run_1/met2.png
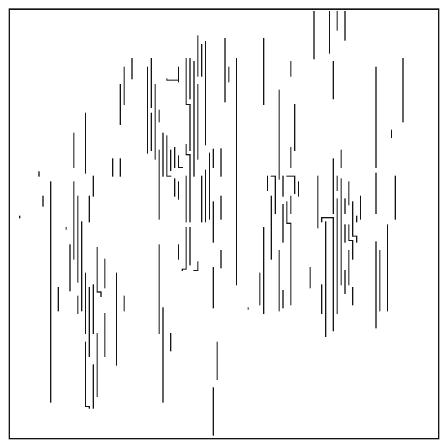
run_1/met1.png
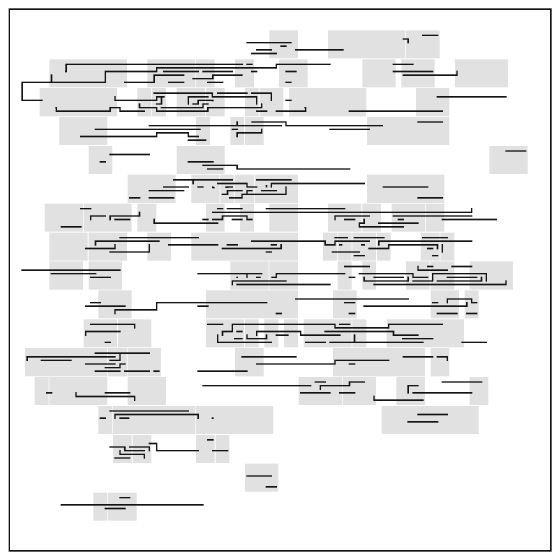
run_1/drive_strength.png
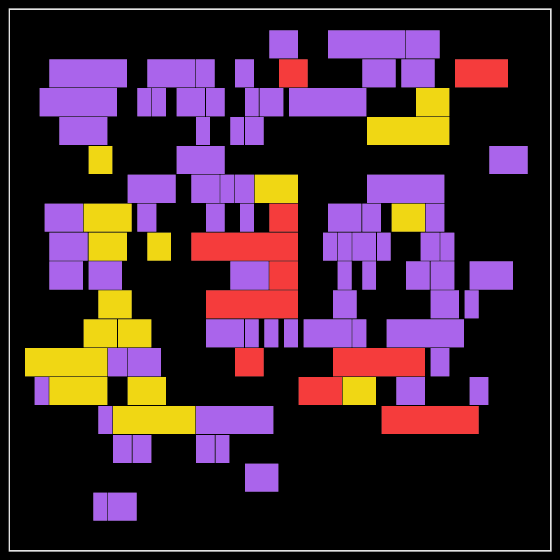
run_1/final_congestion.png
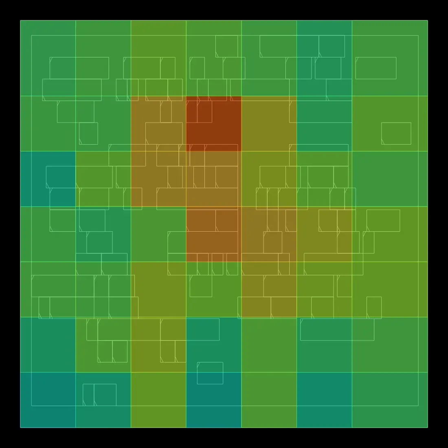
==> config.mk <==
export PLATFORM = sky130hd
export DESIGN_NAME = call_blink_ctrl_flat
export DESIGN_NICKNAME = d
export VERILOG_FILES = /design/src/rtl/call_blink_pkg.sv /design/src/rtl/call_blink_ctrl_if.sv /design/src/rtl/call_blink_ctrl_pend_counter.sv /design/src/rtl/call_blink_ctrl.sv /design/src/flat_wrapper.sv
export SDC_FILE = /design/constraint.sdc
export NUM_CORES = 1
export LEC_CHECK = 0
export CELL_PAD_IN_SITES_DETAIL_PLACEMENT = 0
export CELL_PAD_IN_SITES_GLOBAL_PLACEMENT = 2
export CORE_MARGIN = 1
export CORE_UTILIZATION = 31
export CTS_CLUSTER_SIZE = 20
export DETAILED_ROUTE_END_ITERATION = 16
export GPL_TIMING_DRIVEN = 0
export PLACE_DENSITY_LB_ADDON = 0.3
export SLEW_MARGIN = 0
export SYNTH_ARGS = -nofsm -noshare
export SYNTH_HDL_FRONTEND = slang
export SYNTH_HIERARCHICAL = 1
export SYNTH_SLANG_ARGS = --single-unit
==> constraint.sdc <==
create_clock -name clk -period 2.15 [get_ports clk]
set_clock_uncertainty 0.1 [all_clocks]
set_input_delay 0.43 -clock clk [delete_from_list [all_inputs] [get_ports clk]]
set_output_delay 0.43 -clock clk [all_outputs]
set_load 0.1 [all_outputs]
==> src/rtl/call_blink_pkg.sv <==
// Shared types and default constants for the call-indicator blink controller.
package call_blink_pkg;

  localparam int unsigned BLINKS_DEF  = 3;
  localparam int unsigned PEND_W_DEF  = 2;
  localparam int unsigned BLINK_CNT_W = 4;

  typedef logic [1:0] state_t;

  localparam state_t IDLE = 2'd0;
  localparam state_t ON   = 2'd1;
  localparam state_t OFF  = 2'd2;

endpackage

==> src/rtl/call_blink_ctrl_if.sv <==
// Desk/timer/display signal bundle for call_blink_ctrl.
interface call_blink_ctrl_if
  import call_blink_pkg::*;
#(
  parameter int unsigned PEND_W = PEND_W_DEF
);

  logic              call;
  logic              timer_done;
  logic              timer_start;
  logic              blink_on;
  logic              busy;
  logic [PEND_W-1:0] pend_cnt;
  logic              overflow;

  // Environment side: desk call source and external half-second timer.
  modport master (
    output call, timer_done,
    input  timer_start, blink_on, busy, pend_cnt, overflow
  );

  // Controller side.
  modport slave (
    input  call, timer_done,
    output timer_start, blink_on, busy, pend_cnt, overflow
  );

endinterface

==> src/rtl/call_blink_ctrl_pend_counter.sv <==
// Saturating up/down counter of queued calls; sat_drop pulses the cycle after
// an increment is lost to saturation.
module pend_counter #(
  parameter int unsigned W = 2
) (
  input  logic         clk,
  input  logic         rst,
  input  logic         clr,
  input  logic         inc,
  input  logic         dec,
  output logic [W-1:0] count,
  output logic         sat_drop
);

  localparam logic [W-1:0] CNT_MAX = {W{1'b1}};

  logic [W-1:0] count_q, count_d;
  logic         sat_q, sat_d;

  // Simultaneous inc and dec cancel out and never count as a drop.
  always_comb begin
    count_d = count_q;
    sat_d   = 1'b0;
    if (clr) begin
      count_d = '0;
    end else if (inc && !dec) begin
      if (count_q == CNT_MAX) begin
        sat_d = 1'b1;
      end else begin
        count_d = count_q + W'(1);
      end
    end else if (dec && !inc && (count_q != '0)) begin
      count_d = count_q - W'(1);
    end
  end

  always_ff @(posedge clk) begin
    if (rst) begin
      count_q <= '0;
      sat_q   <= 1'b0;
    end else begin
      count_q <= count_d;
      sat_q   <= sat_d;
    end
  end

  assign count    = count_q;
  assign sat_drop = sat_q;

endmodule

==> src/rtl/call_blink_ctrl.sv <==
// Queue-desk call indicator: flashes BLINKS on/off phases per call, queueing
// calls that arrive mid-sequence. Optional cancel input: CALL_BLINK_CANCEL_EN.
module call_blink_ctrl
  import call_blink_pkg::*;
#(
  parameter int unsigned BLINKS = BLINKS_DEF,
  parameter int unsigned PEND_W = PEND_W_DEF
) (
  input  logic             clk,
  input  logic             rst,
`ifdef CALL_BLINK_CANCEL_EN
  input  logic             cancel,
`endif
  call_blink_ctrl_if.slave bus
);

  state_t                 state_q, state_d;
  logic [BLINK_CNT_W-1:0] cnt_q, cnt_d;
  logic [BLINK_CNT_W-1:0] cnt_inc;
  logic                   ts_q, ts_d;
  logic                   blink_q, blink_d;
  logic                   busy_q, busy_d;
  logic                   pend_inc, pend_dec, pend_clr;
  logic                   pend_nz, done_v;
  logic [PEND_W-1:0]      pend_q;
  logic                   ovf_q;

  assign pend_nz = (pend_q != '0);
  // Timer completions are only honoured once a phase has launched its wait.
  assign done_v  = bus.timer_done && !ts_q;
  assign cnt_inc = cnt_q + BLINK_CNT_W'(1);

  always_comb begin
    state_d  = state_q;
    cnt_d    = cnt_q;
    ts_d     = 1'b0;
    pend_inc = 1'b0;
    pend_dec = 1'b0;
    pend_clr = 1'b0;
    case (state_q)
      IDLE: begin
        pend_inc = bus.call && pend_nz;
        if (bus.call || pend_nz) begin
          state_d  = ON;
          cnt_d    = '0;
          ts_d     = 1'b1;
          pend_dec = pend_nz;
        end
      end
      ON: begin
        pend_inc = bus.call;
        if (done_v) begin
          state_d = OFF;
          ts_d    = 1'b1;
        end
      end
      OFF: begin
        pend_inc = bus.call;
        if (done_v) begin
          if (cnt_inc == BLINK_CNT_W'(BLINKS)) begin
            cnt_d = '0;
            // Chain straight into the next queued call without an IDLE cycle.
            if (pend_nz) begin
              state_d  = ON;
              ts_d     = 1'b1;
              pend_dec = 1'b1;
            end else begin
              state_d = IDLE;
            end
          end else begin
            cnt_d   = cnt_inc;
            state_d = ON;
            ts_d    = 1'b1;
          end
        end
      end
      default: begin
        state_d = IDLE;
        cnt_d   = '0;
      end
    endcase
`ifdef CALL_BLINK_CANCEL_EN
    if (cancel) begin
      state_d  = IDLE;
      cnt_d    = '0;
      ts_d     = 1'b0;
      pend_inc = 1'b0;
      pend_dec = 1'b0;
      pend_clr = 1'b1;
    end
`endif
    blink_d = (state_d == ON);
    busy_d  = (state_d != IDLE);
  end

  always_ff @(posedge clk) begin
    if (rst) begin
      state_q <= IDLE;
      cnt_q   <= '0;
      ts_q    <= 1'b0;
      blink_q <= 1'b0;
      busy_q  <= 1'b0;
    end else begin
      state_q <= state_d;
      cnt_q   <= cnt_d;
      ts_q    <= ts_d;
      blink_q <= blink_d;
      busy_q  <= busy_d;
    end
  end

  pend_counter #(
    .W (PEND_W)
  ) u_pend (
    .clk      (clk),
    .rst      (rst),
    .clr      (pend_clr),
    .inc      (pend_inc),
    .dec      (pend_dec),
    .count    (pend_q),
    .sat_drop (ovf_q)
  );

  assign bus.timer_start = ts_q;
  assign bus.blink_on    = blink_q;
  assign bus.busy        = busy_q;
  assign bus.pend_cnt    = pend_q;
  assign bus.overflow    = ovf_q;

endmodule

==> src/flat_wrapper.sv <==
// flat-port wrapper written by rule: the top's interface ports become plain ports
module call_blink_ctrl_flat import call_blink_pkg::*;
#(
  parameter int unsigned BLINKS = BLINKS_DEF,
  parameter int unsigned PEND_W = PEND_W_DEF
)
  (clk, rst, bus_call, bus_timer_done, bus_timer_start, bus_blink_on, bus_busy, bus_pend_cnt, bus_overflow);
  call_blink_ctrl_if #(.PEND_W(PEND_W)) bus_i ();
  input  logic clk;
  input  logic rst;
  input wire logic [$bits(bus_i.call)-1:0] bus_call;
  input wire logic [$bits(bus_i.timer_done)-1:0] bus_timer_done;
  output wire logic [$bits(bus_i.timer_start)-1:0] bus_timer_start;
  output wire logic [$bits(bus_i.blink_on)-1:0] bus_blink_on;
  output wire logic [$bits(bus_i.busy)-1:0] bus_busy;
  output wire logic [$bits(bus_i.pend_cnt)-1:0] bus_pend_cnt;
  output wire logic [$bits(bus_i.overflow)-1:0] bus_overflow;
  assign bus_i.call = bus_call;
  assign bus_i.timer_done = bus_timer_done;
  assign bus_timer_start = bus_i.timer_start;
  assign bus_blink_on = bus_i.blink_on;
  assign bus_busy = bus_i.busy;
  assign bus_pend_cnt = bus_i.pend_cnt;
  assign bus_overflow = bus_i.overflow;
  call_blink_ctrl #(.BLINKS(BLINKS), .PEND_W(PEND_W)) u_core (.clk(clk), .rst(rst), .bus(bus_i));
endmodule
==> job_summary.md, run 1 <==
## Synthesis and layout report

| Metric | Value |
|---|---|
| Cell Count, Final, Fillers Out | 129 |
| Sort of element at the end of the critical path | output pin |
| Register with the highest flop count | u_core/cnt_q |
| Share of flip-flops with an asynchronous set or reset after synthesis | 0 |
| Largest fanout on the critical path | 7 |
| Depth of the critical timing path with buffers and inverters included | 1 |
| Reported combinational group power | 0.213 mW |
| Worst reg-to-reg setup slack | approximately 0.13 ns |
| Ordered list of cells on the worst path | dlygate4sd2_1 |
| Minimum setup slack after placement | -0.200 ns |
| Total global routing overflow | 0 |
| Most used standard cell by instance count after synthesis | sky130_fd_sc_hd__dfxtp_1 |
| Die Outline Area | ~2600 sq um |
| Post-route clock period utilization | 0.963 |
| Count of clock-net buffers in the final layout | 3 |
| Relative slew slack | 0.362 |
| Core area | ~2200 sq um |
| Clock distribution power | around 0.14 mW |
| Fraction of final layout cells sized beyond drive strength 1 | 0.257 |
| Cell area after placement | between 800 and 900 sq um |
| Cell-internal power | 0.365 mW |
| Synthesized flop and latch total | 12 |
| CP max-delay cell | sky130_fd_sc_hd__dlygate4sd2_1 |
| Largest type area fraction | 0.325 |
| Slew Viols, Final | 0 |
| Fraction of synthesized cell area in xor and xnor cells | 0 |
| Antenna violations before repair | 0 |
| Maximum level of the CTS H-tree | 1 |
| Non-CTS inverters | 6 |
| Buf/Inv on CP | 1 |
| Number of flip-flops in the largest register | 4 |
| Area fraction in and, or, nand and nor cells after synthesis | 0.286 |
| Fraction of area in non-clock buffers | 0.0947 |
| DR top layer | met4 |
| Portion of total power attributed to combinational logic | 0.357 |
| Run status | finished, final reports clean |
| Hold Vio Cnt, Final | 0 |
| Worst hold endpoint | u_core/u_pend/sat_drop |
| Number of buffers between clock root and the deepest sink | 2 |
| Fraction of power spent switching nets | 0.387 |
| 1st-pass router iterations | 4 |
| Number of sinks driven by the clock tree | 12 |
| Global-route track usage on met1 | 0.180 |
About met2.png:
main direction: vertical
share of all routed wire: 44%
longest straight run: 26.9 um
total routed wirelength: 1600 um
total via count in the routed design: 654
met2 demand-to-capacity share in global routing: 0.196

About met1.png:
wire length on this layer: 840 um
share of all routed wire: 53%
main direction: horizontal

About drive_strength.png:
| size | color | cells | share |
|---|---|---|---|
| drive 3 to 4 | red | 10 | 9.9% |
| drive 1 or less | purple | 75 | 74% |
| drive 2 | yellow | 16 | 16% |

About final_congestion.png:
average routed wire per standard cell: 12.4 um
global-route usage over all layers: 0.132
final core area utilization: 0.426
highest-utilization routing layer at the global route stage: met2

run_1/density.png
The bar under the picture is 20 um long. The die is cut into 10 by 10 equal tiles; dark blue is low, red is high, 0 to 100% covered.
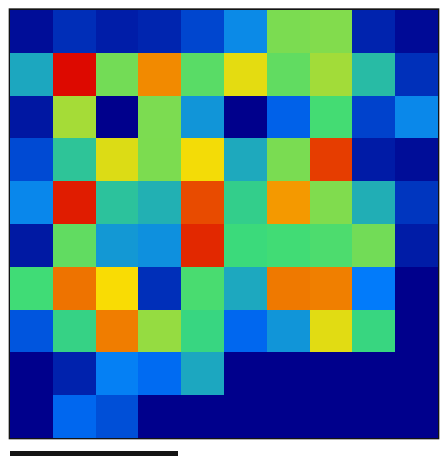

--- run 2 (diff from run 1) ---
--- a/config.mk
+++ b/config.mk
@@ -13,6 +13,7 @@
 export DETAILED_ROUTE_END_ITERATION = 16
 export GPL_TIMING_DRIVEN = 0
 export PLACE_DENSITY_LB_ADDON = 0.3
+export REMOVE_ABC_BUFFERS = 1
 export SLEW_MARGIN = 0
 export SYNTH_ARGS = -nofsm -noshare
 export SYNTH_HDL_FRONTEND = slang
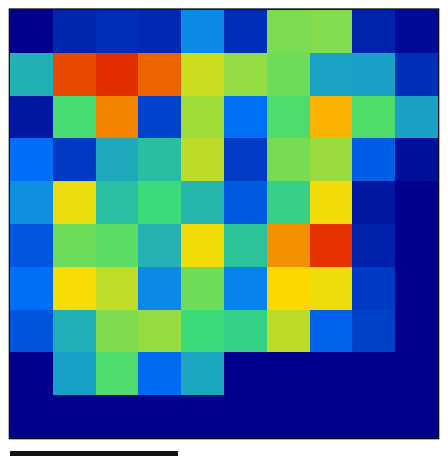
run_2/density.png
The bar under the picture is 20 um long. The die is cut into 10 by 10 equal tiles; dark blue is low, red is high, 0 to 100% covered.
emptiest ninth of the die: bottom right
tiles over 75% full: 8.0%
nearly empty tiles: 21%
fullest tile: 95%
mean over tiles: 34%

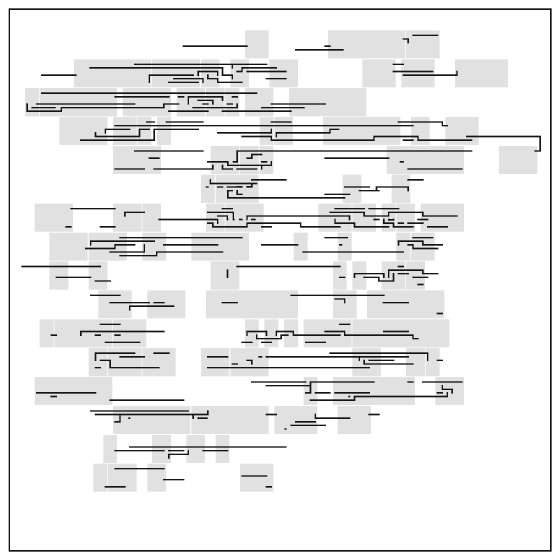
run_2/met1.png
share of all routed wire: 51%
wire length on this layer: 807 um

==> run 2 against run 1 <==
Against the previous run: critical path depth grew 8; fmax grew 2.8%; worst hold slack better by 0.019 ns; sequential power hardly changed; wire length decreased by 0.63%; sequential cell count unchanged; non-clock buffer count is 1 lower; synthesized cell count did not move; largest power group unchanged.
==> job_summary.md, run 2 <==
## Synthesis and layout report

| Metric | Value |
|---|---|
| Run status | finished, final reports clean |
| Synthesized flop and latch total | 12 |
| Highest-utilization routing layer at the global route stage | met2 |
| Non-CTS inverters | 6 |
| Number of buffers between clock root and the deepest sink | 2 |
| Slew Viols, Final | 0 |
| Fraction of final layout cells sized beyond drive strength 1 | 0.220 |
| Ordered list of cells on the worst path | ha_4 > and2_1 > a21oi_1 > o22ai_1 > nand2_1 > o2bb2ai_2 > or2b_2 > o21ai_0 > a2111oi_2 |
| Fraction of power spent switching nets | 0.386 |
| Number of flip-flops in the largest register | 4 |
| Number of DRC violations after detailed-routing iteration 0 | 13 |
| Cell-internal power | 0.363 mW |
| Global-route track usage on met1 | 0.180 |
| Buf/Inv on CP | 0 |
| Initial Utilization | 0.331 |
| Largest fanout on the critical path | 5 |
| Final core area utilization | 0.407 |
| Area fraction in and, or, nand and nor cells after synthesis | 0.286 |
| Post-route clock period utilization | 0.937 |
| Most used standard cell by instance count after synthesis | sky130_fd_sc_hd__dfxtp_1 |
| Average routed wire per standard cell | between 10 and 15 um |
| Relative slew slack | 0.365 |
| Met2 demand-to-capacity share in global routing | 0.211 |
| Share of flip-flops with an asynchronous set or reset after synthesis | 0 |
| Portion of total power attributed to combinational logic | 0.351 |
| Fraction of area in non-clock buffers | 0.0826 |
| Die width | 50.8 um |
| Global-route usage over all layers | 0.142 |
| Worst reg-to-reg setup slack | roughly 0.14 ns |
| CP max-delay cell | sky130_fd_sc_hd__dfxtp_2 |
| Clock distribution power | between 0.1 and 0.15 mW |
| Minimum setup slack after placement | -0.189 ns |
| Die Outline Area | between 2000 and 3000 sq um |
| Hold Vio Cnt, Final | 0 |
| Fraction of synthesized cell area in xor and xnor cells | 0 |
| Sort of element at the end of the critical path | flip-flop |
| DR top layer | met4 |
| Number of sinks driven by the clock tree | 12 |
| Total global routing overflow | 0 |
| Cell Count, Final, Fillers Out | between 100 and 150 |
| Maximum level of the CTS H-tree | 1 |
| Register with the highest flop count | u_core/cnt_q |
| Cell area after placement | 872 sq um |
Power is estimated from default activity; no workload was simulated.
